## config.mk

```make
export PLATFORM = sky130hd
export DESIGN_NAME = ascii_uart_tx
export DESIGN_NICKNAME = d
export VERILOG_FILES = /design/src/rtl/ascii_uart_tx.sv
export SDC_FILE = /design/constraint.sdc
export NUM_CORES = 1
export LEC_CHECK = 0
export CORE_MARGIN = 4
export CORE_UTILIZATION = 53
export CTS_BUF_LIST = sky130_fd_sc_hd__clkbuf_2 sky130_fd_sc_hd__clkbuf_4 sky130_fd_sc_hd__clkbuf_8
export DETAILED_ROUTE_END_ITERATION = 7
export MAX_ROUTING_LAYER = met4
export PLACE_DENSITY = 0.73
export RECOVER_POWER = 50
export SYNTH_ARGS = -nofsm -noshare
export SYNTH_HDL_FRONTEND = slang
export SYNTH_SLANG_ARGS = --single-unit
```

## constraint.sdc

```tcl
create_clock -name clk -period 5 [get_ports clk]
set_clock_uncertainty 0.2 [all_clocks]
set_input_delay 1 -clock clk [delete_from_list [all_inputs] [get_ports clk]]
set_output_delay 1 -clock clk [all_outputs]
set_load 0.05 [all_outputs]
```

## src/rtl/ascii_uart_tx.sv

```systemverilog
// Byte-stream to 8N1 UART transmitter: small FIFO, optional NUL filter,
// baud divider and frame serializer with a registered tx output.
module ascii_uart_tx #(
    parameter int CLKS_PER_BIT = 87,
    parameter int FIFO_DEPTH   = 4,
    parameter int SKIP_NUL     = 1
) (
    input  logic                          clk,
    input  logic                          rst_n,
    input  logic [7:0]                    in_data,
    input  logic                          in_valid,
    output logic                          in_ready,
    input  logic                          clr_ovf,
    output logic                          tx,
    output logic                          busy,
    output logic [$clog2(FIFO_DEPTH):0]   fifo_level,
    output logic                          ovf
);

    localparam int PTR_W = $clog2(FIFO_DEPTH);
    localparam int LVL_W = PTR_W + 1;
    localparam int CNT_W = $clog2(CLKS_PER_BIT);

    localparam logic [1:0] S_IDLE  = 2'd0;
    localparam logic [1:0] S_START = 2'd1;
    localparam logic [1:0] S_DATA  = 2'd2;
    localparam logic [1:0] S_STOP  = 2'd3;

    logic [7:0]       mem [FIFO_DEPTH];
    logic [PTR_W-1:0] wr_ptr;
    logic [PTR_W-1:0] rd_ptr;
    logic [1:0]       state;
    logic [CNT_W-1:0] baud_cnt;
    logic [2:0]       bit_idx;
    logic [7:0]       shift;
    logic             is_nul;
    logic             push;
    logic             pop;
    logic             drop;
    logic             baud_done;

    assign is_nul    = (SKIP_NUL != 0) && (in_data == 8'h00);
    assign in_ready  = (fifo_level < LVL_W'(FIFO_DEPTH));
    assign push      = in_valid && in_ready && !is_nul;
    assign drop      = in_valid && !in_ready && !is_nul;
    assign pop       = (state == S_IDLE) && (fifo_level != '0);
    assign baud_done = (baud_cnt == CNT_W'(CLKS_PER_BIT - 1));
    assign busy      = (state != S_IDLE) || (fifo_level != '0);

    // FIFO storage carries no reset; only pointers and level are control state.
    always_ff @(posedge clk) begin
        if (push) begin
            mem[wr_ptr] <= in_data;
        end
    end

    always_ff @(posedge clk or negedge rst_n) begin
        if (!rst_n) begin
            wr_ptr     <= '0;
            rd_ptr     <= '0;
            fifo_level <= '0;
            ovf        <= 1'b0;
        end else begin
            if (push) begin
                wr_ptr <= wr_ptr + PTR_W'(1);
            end
            if (pop) begin
                rd_ptr <= rd_ptr + PTR_W'(1);
            end
            case ({push, pop})
                2'b10:   fifo_level <= fifo_level + LVL_W'(1);
                2'b01:   fifo_level <= fifo_level - LVL_W'(1);
                default: fifo_level <= fifo_level;
            endcase
            // A drop in the same cycle as a clear wins, so no overflow is lost.
            if (drop) begin
                ovf <= 1'b1;
            end else if (clr_ovf) begin
                ovf <= 1'b0;
            end
        end
    end

    always_ff @(posedge clk) begin
        if (pop) begin
            shift <= mem[rd_ptr];
        end else if ((state == S_DATA) && baud_done) begin
            shift <= {1'b0, shift[7:1]};
        end
    end

    always_ff @(posedge clk or negedge rst_n) begin
        if (!rst_n) begin
            state    <= S_IDLE;
            baud_cnt <= '0;
            bit_idx  <= '0;
        end else begin
            case (state)
                S_IDLE: begin
                    if (pop) begin
                        state    <= S_START;
                        baud_cnt <= '0;
                    end
                end
                S_START: begin
                    if (baud_done) begin
                        state    <= S_DATA;
                        baud_cnt <= '0;
                        bit_idx  <= '0;
                    end else begin
                        baud_cnt <= baud_cnt + CNT_W'(1);
                    end
                end
                S_DATA: begin
                    if (baud_done) begin
                        baud_cnt <= '0;
                        bit_idx  <= bit_idx + 3'd1;
                        if (bit_idx == 3'd7) begin
                            state <= S_STOP;
                        end
                    end else begin
                        baud_cnt <= baud_cnt + CNT_W'(1);
                    end
                end
                S_STOP: begin
                    if (baud_done) begin
                        state    <= S_IDLE;
                        baud_cnt <= '0;
                    end else begin
                        baud_cnt <= baud_cnt + CNT_W'(1);
                    end
                end
                default: begin
                    state    <= S_IDLE;
                    baud_cnt <= '0;
                end
            endcase
        end
    end

    // tx follows the state one clock later, giving the pop-cycle gap before START.
    always_ff @(posedge clk or negedge rst_n) begin
        if (!rst_n) begin
            tx <= 1'b1;
        end else begin
            case (state)
                S_START: tx <= 1'b0;
                S_DATA:  tx <= shift[0];
                default: tx <= 1'b1;
            endcase
        end
    end

endmodule

```

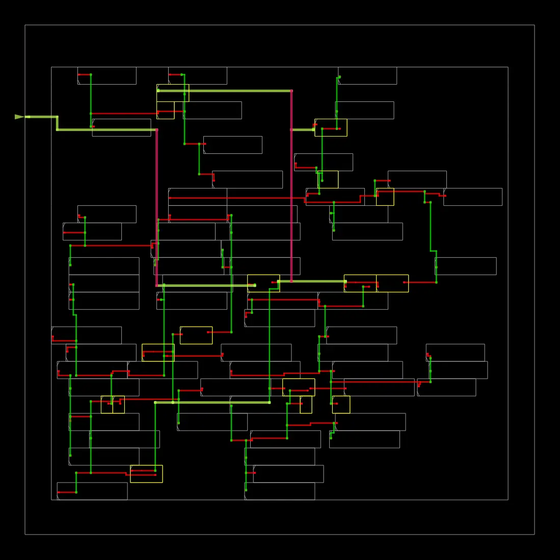
**Above:** clock routing.
flop count: 61
number of CTS-inserted buffers: 9

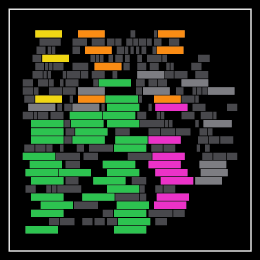
**Above:** register map, names as in the netlist.
Drawn at 3 px/µm.
Key: `shift` = magenta [flops 8]; `fifo_level` = yellow [flops 3]; `baud_cnt` = orange [flops 7]; `mem` = green [flops 32]

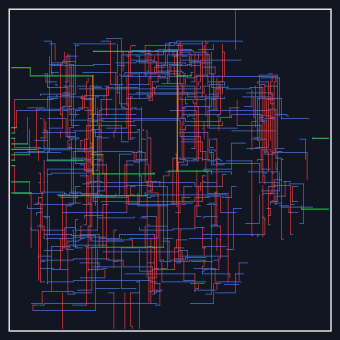
**Above:** routed metal, one colour a layer.
Drawn at 4 px/µm.
Key: met3 = green [wire length 162 µm]; met2 = red [wire length 2,380 µm]; met1 = blue [wire length 2,100 µm]; met4 = orange [wire length 54.4 µm]

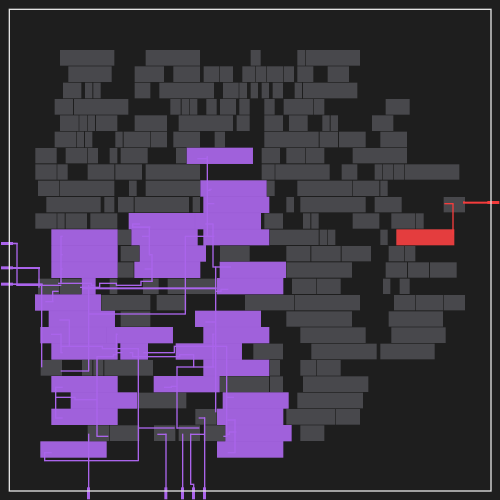
**Above:** port wiring.
Drawn at 6 px/µm.
Key: `tx` = red [direction output, edge east, end cells 1, buffers 1, wire 10.6 µm]; `in_data` = purple [direction input, edge 5 south, 3 west, end cells 34, buffers 8, wire 462 µm]

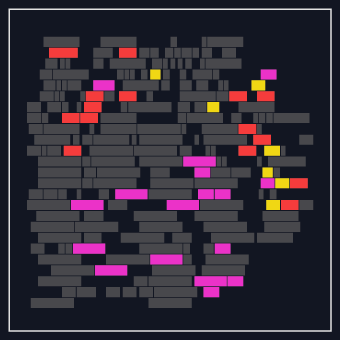
**Above:** logic cells by family.
Drawn at 4 px/µm.
Key: adder and majority cells = red [cells 15, most used ha_1]; multiplexers = magenta [cells 17, most used mux4_2]; AND-OR and OR-AND gates = yellow [cells 7, most used a32o_1, where east]

==> results.sh <==
# implementation run metrics
export IMPL_combPwrFrac=0.204
export IMPL_row_count=25
export IMPL_crit_start="state[1]$_DFFE_PN0P_"
export IMPL_m1WireLength_mm=2.10
export IMPL_synth_stat_cells=181
export IMPL_syn2layout_area_growth_pct=13.5
export IMPL_finalMaxSlewViolations=0
export IMPL_powerDensity_nw_per_um2=407
export IMPL_rr_endpoint="fifo_level[2]$_DFFE_PN0P_"
export IMPL_clock_path_buffers=2
export IMPL_crit_arrival_ns=2.41
export IMPL_tightest_slew_ns=0.953
export IMPL_ys_ff=61
export IMPL_area_share_clock_buf_inv=0.0545
export IMPL_rsz0062_at_grt="false"
export IMPL_fin_area_um2=3120
export IMPL_ir_drop_v=0.000379
export IMPL_syn_inst=181
export IMPL_largest_area_cell="edfxtp_1"
export IMPL_r2r_slack_ns=2.23
export IMPL_n_tap_cell=67
export IMPL_grt_pass1_wl_mm=8.13
export IMPL_rr_worst_depth=10
export IMPL_grt_pass1_vias=1668
export IMPL_die_area_um2=6410
export IMPL_path_clk_slew_ns=0.07
export IMPL_grt_busiest_layer="met2"
export IMPL_worstHoldPathType="reg -> reg"
export IMPL_htreeDepth=3
export IMPL_first_pass_iters=4
export IMPL_critPathLaunchType="register"
export IMPL_diodes=0
export IMPL_yosys_area_share_adder=0.0709
export IMPL_hold_slack_ns=0.286
export IMPL_relSlewSlack=0.363
export IMPL_p_seq_frac=0.501
export IMPL_top_register="mem"
export IMPL_cts_sinks=61
export IMPL_final_util=0.640
export IMPL_synth_chip_area_um2=2750
export IMPL_yosysWarnings=0
export IMPL_final_cells=277
export IMPL_p_switching_uw=387
export IMPL_synth_xor_area_share=0.0223
export IMPL_ff_type="edfxtp_1"
export IMPL_lay_top_cells="edfxtp_1 (40), dfrtp_1 (20), inv_1 (14), ha_1 (14), nand2_1 (13)"
export IMPL_use_met1=0.218
export IMPL_dpl_cell_count=261
export IMPL_setup_ws_ns=1.39
export IMPL_status="complete, no violations"
export IMPL_synth_area_top_cells="edfxtp_1 (44%), dfrtp_1 (18%), mux4_2 (6.5%)"
export IMPL_switching_share=0.304
export IMPL_fin_setup_tns_ns=0
export IMPL_route_met3_wl_um=162
export IMPL_nClkBuffers=10
export IMPL_drtIter0Drc=101
export IMPL_finalSetupViolations=0
export IMPL_pwr_group_clock_uw=375
export IMPL_ys_sh_simple=0.0850
export IMPL_antenna_found_initial=0
export IMPL_rr_startpoint="state[1]$_DFFE_PN0P_"
export IMPL_worst_path_max_delay_cell="clkdlybuf4s50_1"
export IMPL_core_area_um2=4880
export IMPL_cts_resized_gates=0
export IMPL_placed_cell_area_um2=2980
export IMPL_dominant_cells="flip-flops and latches"
export IMPL_hold_buffers=0
export IMPL_syn_nets=208
export IMPL_path_common_cell="inv_1"
export IMPL_ant_nets=0
export IMPL_fin_nets=232
export IMPL_path_class="reg -> out"
export IMPL_initial_core_util=0.564
export IMPL_grt_max_degree=22
export IMPL_wl_mm=4.70
export IMPL_hold_violations=0
export IMPL_min_delay_start="shift[0]$_DFFE_PP_"
export IMPL_cp_end_kind="primary output"
export IMPL_seq_power_uw=637
export IMPL_final_nonclk_buf_share=0.0577
export IMPL_path_delay_family="buffers and inverters"
export IMPL_p_leak_nw=1.19
export IMPL_crit_end="busy"
export IMPL_fin_crit_ns=3.61
export IMPL_mux_share=0.105
export IMPL_track_usage=0.177
export IMPL_flop_area_um2=1730
export IMPL_portBuffers=18
export IMPL_worstPathRequired_ns=3.80
export IMPL_synthAoiAreaFrac=0.0573
export IMPL_internal_power_uw=884
export IMPL_cts_root_buf="clkbuf_8"
export IMPL_worstPathCellList="inv_1 -> ha_1 -> and2_0 -> inv_1 -> clkdlybuf4s50_1"
export IMPL_synth_cell_types=40
export IMPL_holdPathStages=2
export IMPL_top_regs="mem (32), shift (8), baud_cnt (7)"
export IMPL_ios=19
export IMPL_syn_cell_area_um2=2750
export IMPL_largest_register_ffs=32
export IMPL_via_per_inst=5.47
export IMPL_nFillCells=379
export IMPL_via_count=1516
export IMPL_top_cell_area_share=0.437
export IMPL_most_common_cell="edfxtp_1"
export IMPL_drc_errors=0
export IMPL_use_met3=0.0471
export IMPL_buffers=18
export IMPL_gp_congestion=0.769
export IMPL_drv_cap=0
export IMPL_powerComb_uw=259
export IMPL_syn_avg_cell_area_um2=15.2
export IMPL_path_max_fanout=8
export IMPL_edf_count=40
export IMPL_async_flop_share=0.344
